<file path="config.mk">
export PLATFORM = sky130hd
export DESIGN_NAME = board_generator
export DESIGN_NICKNAME = d
export VERILOG_FILES = /design/src/rtl/flood_pkg.sv /design/src/rtl/lfsr16.sv /design/src/rtl/board_generator.sv
export SDC_FILE = /design/constraint.sdc
export NUM_CORES = 1
export LEC_CHECK = 0
export CORE_MARGIN = 4
export CORE_UTILIZATION = 52
export CTS_CLUSTER_DIAMETER = 60
export DETAILED_ROUTE_END_ITERATION = 6
export MAX_ROUTING_LAYER = met4
export PLACE_DENSITY = 0.78
export SETUP_SLACK_MARGIN = 0.2
export SLEW_MARGIN = 10
export SYNTH_ARGS = -nofsm -noshare
export SYNTH_HDL_FRONTEND = slang
export SYNTH_SLANG_ARGS = --single-unit
</file>
<file path="constraint.sdc">
create_clock -name CLOCK -period 2.64 [get_ports CLOCK]
set_clock_uncertainty 0.15 [all_clocks]
set_input_delay 0.66 -clock CLOCK [delete_from_list [all_inputs] [get_ports CLOCK]]
set_output_delay 0.66 -clock CLOCK [all_outputs]
set_load 0.02 [all_outputs]
</file>
<file path="src/rtl/flood_pkg.sv">
// -----------------------------------------------------------------------------
// flood_pkg
// Shared definitions for the Flood-It blocks: board geometry limits, field
// widths, default random seed, the board generator state encoding and a
// colour-count clamp helper.
// -----------------------------------------------------------------------------
package flood_pkg;

    localparam int              LFSR_W       = 16;
    localparam logic [15:0]     DEFAULT_SEED = 16'hACE1;
    localparam logic [15:0]     LFSR_TAPS    = 16'hB400;
    localparam int              MAX_SIZE     = 26;
    localparam int              COLOR_W      = 3;
    localparam int              COORD_W      = 5;
    localparam int              CNUM_W       = 4;

    // Board generator states. IDLE must stay the only non-busy state.
    typedef enum logic [2:0] {
        ST_IDLE,
        ST_DRAW,
        ST_WAIT_IDLE,
        ST_HANDOFF,
        ST_RELEASE
    } gen_state_t;

    // Colour counts outside 2..8 are pulled to the nearest legal value.
    function automatic logic [CNUM_W-1:0] clamp_colors(input logic [CNUM_W-1:0] n);
        if (n < 4'd2) begin
            return 4'd2;
        end
        if (n > 4'd8) begin
            return 4'd8;
        end
        return n;
    endfunction

endpackage

</file>
<file path="src/rtl/lfsr16.sv">
// -----------------------------------------------------------------------------
// lfsr16
// Galois LFSR, right-shifting, reusable for any random feature.
// Ports:
//   CLOCK   in  clock, rising edge
//   RESET_N in  asynchronous active-low reset, Q returns to DFLT
//   EN      in  advance one step this cycle
//   LOAD    in  load SEED (DFLT when SEED is zero); wins over EN
//   SEED    in  seed value
//   Q       out current register value
// -----------------------------------------------------------------------------
module lfsr16
    import flood_pkg::*;
#(
    parameter int         W    = 16,
    parameter logic [W-1:0] TAPS = LFSR_TAPS,
    parameter logic [W-1:0] DFLT = DEFAULT_SEED
) (
    input  logic         CLOCK,
    input  logic         RESET_N,
    input  logic         EN,
    input  logic         LOAD,
    input  logic [W-1:0] SEED,
    output logic [W-1:0] Q
);

    // An all-zero state would lock the register, so a zero seed is replaced.
    always_ff @(posedge CLOCK or negedge RESET_N) begin
        if (!RESET_N) begin
            Q <= DFLT;
        end else if (LOAD) begin
            Q <= (SEED == '0) ? DFLT : SEED;
        end else if (EN) begin
            Q <= {1'b0, Q[W-1:1]} ^ (Q[0] ? TAPS : '0);
        end
    end

endmodule

</file>
<file path="src/rtl/board_generator.sv">
// -----------------------------------------------------------------------------
// board_generator
// Fills the initial-board store with a random SIZE x SIZE Flood-It board, one
// cell per accepted draw in row-major order, then runs the start handshake
// with the game logic.
//
// Handshake (BEGIN_GAME / STARTED_GAME): BEGIN_GAME is raised only when the
// game logic is not flooding (CHANGING_COLOR low) and is held until
// STARTED_GAME is sampled high; it then drops on the next edge and the block
// waits for STARTED_GAME to return low before pulsing DONE and going idle.
//
// Ports:
//   CLOCK, RESET_N            clock / async active-low reset
//   NEW_GAME                  one-cycle request (honoured in IDLE only)
//   SEED, SEED_LOAD           LFSR seed load, any state
//   SIZE, COLOR_NUM           board edge (2..26) and colour count (clamped 2..8)
//   CELL_WE/ROW/COL/COLOR     write port into the initial-board store
//   BEGIN_GAME, STARTED_GAME  start request / acknowledge
//   CHANGING_COLOR            game logic busy flooding
//   BUSY                      not idle
//   DONE                      one-cycle pulse when the handshake completes
//   BAD_CFG                   sticky: last NEW_GAME had an illegal SIZE
// -----------------------------------------------------------------------------
module board_generator
    import flood_pkg::*;
#(
    parameter int                LFSR_W       = flood_pkg::LFSR_W,
    parameter logic [LFSR_W-1:0] DEFAULT_SEED = flood_pkg::DEFAULT_SEED,
    parameter int                MAX_SIZE     = flood_pkg::MAX_SIZE
) (
    input  logic               CLOCK,
    input  logic               RESET_N,
    input  logic               NEW_GAME,
    input  logic [LFSR_W-1:0]  SEED,
    input  logic               SEED_LOAD,
    input  logic [COORD_W-1:0] SIZE,
    input  logic [CNUM_W-1:0]  COLOR_NUM,
    output logic               CELL_WE,
    output logic [COORD_W-1:0] CELL_ROW,
    output logic [COORD_W-1:0] CELL_COL,
    output logic [COLOR_W-1:0] CELL_COLOR,
    output logic               BEGIN_GAME,
    input  logic               STARTED_GAME,
    input  logic               CHANGING_COLOR,
    output logic               BUSY,
    output logic               DONE,
    output logic               BAD_CFG
);

    gen_state_t         state_q, state_d;
    logic [COORD_W-1:0] sz_q, sz_d;
    logic [CNUM_W-1:0]  cn_q, cn_d;
    logic [COORD_W-1:0] row_q, row_d, col_q, col_d;
    logic [COORD_W-1:0] cell_row_q, cell_row_d, cell_col_q, cell_col_d;
    logic [COLOR_W-1:0] cell_color_q, cell_color_d;
    logic               we_q, we_d;
    logic               begin_q, begin_d;
    logic               done_q, done_d;
    logic               bad_q, bad_d;

    logic [LFSR_W-1:0]  lfsr_q;
    logic               lfsr_unused;
    logic               size_ok;
    logic               accept;
    logic               last_col;
    logic               last_row;

    lfsr16 #(
        .W    (LFSR_W),
        .DFLT (DEFAULT_SEED)
    ) u_lfsr (
        .CLOCK   (CLOCK),
        .RESET_N (RESET_N),
        .EN      (state_q == ST_DRAW),
        .LOAD    (SEED_LOAD),
        .SEED    (SEED),
        .Q       (lfsr_q)
    );

    // Only the low colour bits pick a colour; the rest just feeds the sequence.
    assign lfsr_unused = ^lfsr_q[LFSR_W-1:COLOR_W];

    assign size_ok  = (SIZE >= COORD_W'(2)) && (SIZE <= COORD_W'(MAX_SIZE));
    // Rejection sampling keeps the colour distribution uniform over 0..cn_q-1.
    assign accept   = ({1'b0, lfsr_q[COLOR_W-1:0]} < cn_q);
    assign last_col = (col_q == sz_q - COORD_W'(1));
    assign last_row = (row_q == sz_q - COORD_W'(1));

    always_ff @(posedge CLOCK or negedge RESET_N) begin
        if (!RESET_N) begin
            state_q      <= ST_IDLE;
            sz_q         <= '0;
            cn_q         <= '0;
            row_q        <= '0;
            col_q        <= '0;
            cell_row_q   <= '0;
            cell_col_q   <= '0;
            cell_color_q <= '0;
            we_q         <= 1'b0;
            begin_q      <= 1'b0;
            done_q       <= 1'b0;
            bad_q        <= 1'b0;
        end else begin
            state_q      <= state_d;
            sz_q         <= sz_d;
            cn_q         <= cn_d;
            row_q        <= row_d;
            col_q        <= col_d;
            cell_row_q   <= cell_row_d;
            cell_col_q   <= cell_col_d;
            cell_color_q <= cell_color_d;
            we_q         <= we_d;
            begin_q      <= begin_d;
            done_q       <= done_d;
            bad_q        <= bad_d;
        end
    end

    always_comb begin
        state_d      = state_q;
        sz_d         = sz_q;
        cn_d         = cn_q;
        row_d        = row_q;
        col_d        = col_q;
        cell_row_d   = cell_row_q;
        cell_col_d   = cell_col_q;
        cell_color_d = cell_color_q;
        we_d         = 1'b0;
        begin_d      = begin_q;
        done_d       = 1'b0;
        bad_d        = bad_q;

        case (state_q)
            ST_IDLE: begin
                begin_d = 1'b0;
                if (NEW_GAME) begin
                    sz_d = SIZE;
                    cn_d = clamp_colors(COLOR_NUM);
                    if (size_ok) begin
                        bad_d   = 1'b0;
                        row_d   = '0;
                        col_d   = '0;
                        state_d = ST_DRAW;
                    end else begin
                        bad_d = 1'b1;
                    end
                end
            end

            ST_DRAW: begin
                if (accept) begin
                    we_d         = 1'b1;
                    cell_row_d   = row_q;
                    cell_col_d   = col_q;
                    cell_color_d = lfsr_q[COLOR_W-1:0];
                    if (last_col) begin
                        col_d = '0;
                        if (last_row) begin
                            state_d = ST_WAIT_IDLE;
                        end else begin
                            row_d = row_q + COORD_W'(1);
                        end
                    end else begin
                        col_d = col_q + COORD_W'(1);
                    end
                end
            end

            // Game logic ignores a start request while it is flooding.
            ST_WAIT_IDLE: begin
                if (!CHANGING_COLOR) begin
                    begin_d = 1'b1;
                    state_d = ST_HANDOFF;
                end
            end

            ST_HANDOFF: begin
                if (STARTED_GAME) begin
                    begin_d = 1'b0;
                    state_d = ST_RELEASE;
                end
            end

            ST_RELEASE: begin
                begin_d = 1'b0;
                if (!STARTED_GAME) begin
                    done_d  = 1'b1;
                    state_d = ST_IDLE;
                end
            end

            default: begin
                begin_d = 1'b0;
                state_d = ST_IDLE;
            end
        endcase
    end

    assign CELL_WE    = we_q;
    assign CELL_ROW   = cell_row_q;
    assign CELL_COL   = cell_col_q;
    assign CELL_COLOR = cell_color_q;
    assign BEGIN_GAME = begin_q;
    assign DONE       = done_q;
    assign BAD_CFG    = bad_q;
    assign BUSY       = (state_q != ST_IDLE);

endmodule

</file>
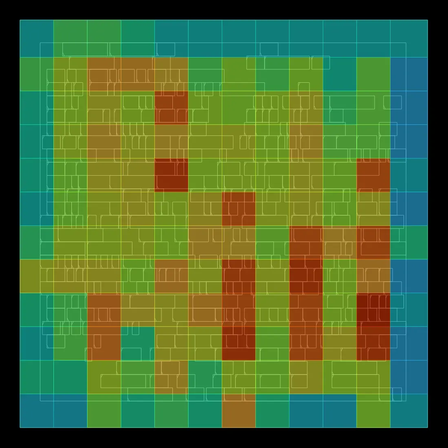
(images/final_congestion.png)
post-DR wirelength/cell: 14.66 um
final design utilization: 65.87%
aggregate global-route resource usage: 18.53%
met1 usage: 23.17%
met3 GRT Util: 4.344%

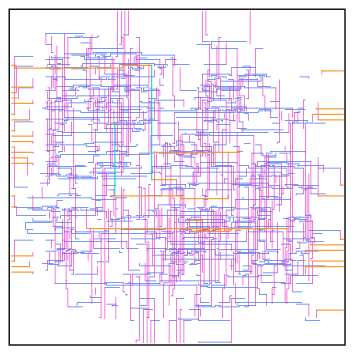
(images/metal_stack.png)
Drawn at 4 px/um.
Blue marks met1, wire length 2740 um. Orange marks met3, wire length 294 um. Cyan marks met4, wire length 46.9 um. Magenta marks met2, wire length 3090 um.
DRT Wirelength: 6173 um
routed vias: 2285

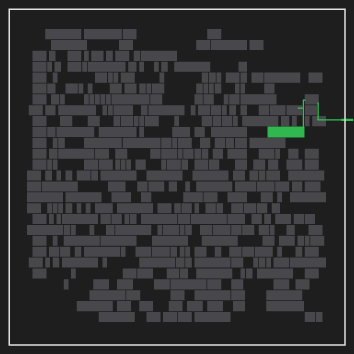
(images/port_nets.png)
Drawn at 4 px/um.
Green marks BAD_CFG, direction output, edge east, end cells 1, wire 19.4 um.

==> flow_summary.ini <==
; generated from flow reports
[detailed_routing]
ant_nets = 0
firstDrtPassIters = 4

[logic_synthesis]
flop_cell = dfrtp_1
synthCells = 300
synth_top_area_share_pct = 39.63
ys_types = 49
ys.flops = 55
ys_seq_share_pct = 46.71
enable_flop_cells = 0
ys_cells = 300
ys_area_mm2 = 0.002968

[die]
die.size.x_um = 83.55
initCoreUtil_pct = 53.90
die_area_mm2 = 0.006980
ios = 49

[clock_network]
clockRootBuffer = clkbuf_8
clkTransAtPathRegs_ps = 100
htree_levels = 2
cts_tree = yes

[outcome]
outcome = completed

[global_routing]
grt_pass1_vias = 2225
antenna_found_initial = 0
grt_first_pass_wirelength_um = 10380

[place]
dp_slack_ps = 51.53
dp.final_hpwl_um = 4477
gp_congestion = 0.8649
place_inst = 413

[cells_and_area]
final_cells = 421
nets = 384
area.combinational_mm2 = 0.001453

[critical_path]
required_ps = 2680
critical_path_class = primary input to flop

[run]
cap_violations = 0

[final_timing]
timing.setup.tns_ps = 0
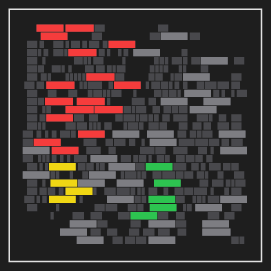
(images/registers.png)
Drawn at 3 px/um. Other sequential cells in the stronger grey, the rest of the logic in the fainter grey.
Yellow marks cn_q, placed flops 4. Red marks u_lfsr.Q, placed flops 16. Green marks col_q, placed flops 5, where south.
Another 30 sequential cells are not coloured.
sequential share of cell area: 38.25%
Seq group: 1.45 mW
Storage cell area: 0.001388 mm2

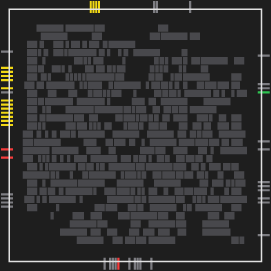
(images/pins.png)
Drawn at 3 px/um. Pins as bars across the die edge, other pins in grey.
Yellow marks SEED, pins 16, direction input, edge 12 west, 4 north. Green marks BAD_CFG, pins 1, direction output, edge east. Red marks CELL_COLOR, pins 3, direction output, edge 2 west, 1 south.

registers in the layout (all words and copies together) (netlist names):
register and count:
u_lfsr.Q 16, cn_q 4, state_q 3, CELL_ROW 5, DONE 1, CELL_WE 1
CELL_COLOR 3, BEGIN_GAME 1, BAD_CFG 1, sz_q 5, CELL_COL 5, col_q 5
row_q 5
report_power, final:
part / switching, mW / internal, mW / total, mW
clock: 0.292 / 0.193 / 0.485
sequential: 0.293 / 1.15 / 1.45
combinational: 0.953 / 0.956 / 1.91
logic make-up (layout without fill, tap and decap cells):
logic type	after synthesis	after routing	share of synthesized area, %
and+or+nand+nor	103	103	16.61
AOI/OAI and AO/OA	61	61	14.08
DFF	55	55	46.71
muxes	32	32	11.55
buffers and inverters	29	78	4.511
xor gates and xnor gates	15	15	4.427
adders and majority gates	5	5	2.108
layout make-up:
| type | count | share of cell area [%] |
|---|---|---|
| clock inverter | 3 | 0.6209 |
| timing repair buffer | 61 | 15.76 |
| inverter | 9 | 0.9314 |
| sequential | 55 | 38.25 |
| tap | 72 | 2.484 |
| multi-input combinational | 216 | 40.05 |
| clock buffer | 5 | 1.897 |
worst max-delay path by stage:
stage	end	slack, ps	startpoint	depth (start not counted)
after floorplan	col_q[3]	440	state_q[2]	9
final	col_q[4]	310	SIZE[1]	7
after global routing	col_q[4]	240	SIZE[1]	7
after CTS	row_q[1]	280	sz_q[0]	7
after detailed placement	col_q[0]	50	SIZE[1]	7
after global placement	col_q[0]	120	SIZE[1]	7
cell usage after synthesis (all sizes together), types with 2 or more instances:
cell and count:
a211oi 3, a21o 2, a21oi 8, a22oi 5
and2 4, buf 10, clkbuf 10, dfrtp 47
dfstp 8, ha 5, inv 9, mux2 18
mux2i 14, nand2 37, nand2b 3, nand3 6
nand3b 4, nor2 29, nor3 3, nor3b 2
nor4 5, o211ai 2, o21ai 21, o21bai 2
o22a 8, o2bb2ai 4, o31ai 2, or2 3
or3 2, xnor2 6, xor2 9
what timing repair did:
item / 4_1_cts / 5_1_grt
endpoints found under the hold margin: 0 / 0
gates resized: 1 / 2
gates cloned: 0 / 0
endpoints found under the setup margin: 1 / 6
metal layers:
metal	up-vias	wire (um)	part of all wire [%]	GRT usage (%)
met5	-	0	0	-
met3	4	293	4.7	4.344
met2	44	3092	50	30.83
met1	1086	2740	44	23.17
li1	1151	-	-	-
met4	0	46	0.75	4.094
critical path: cells and delay by family:
family | cells | cell delay, ps
AOI/OAI and AO/OA | 3 | 320
and+or+nand+nor | 2 | 770
muxes | 1 | 180
buffers and inverters | 1 | 440
No activity file was given, so power comes from the tool's default toggle rates.
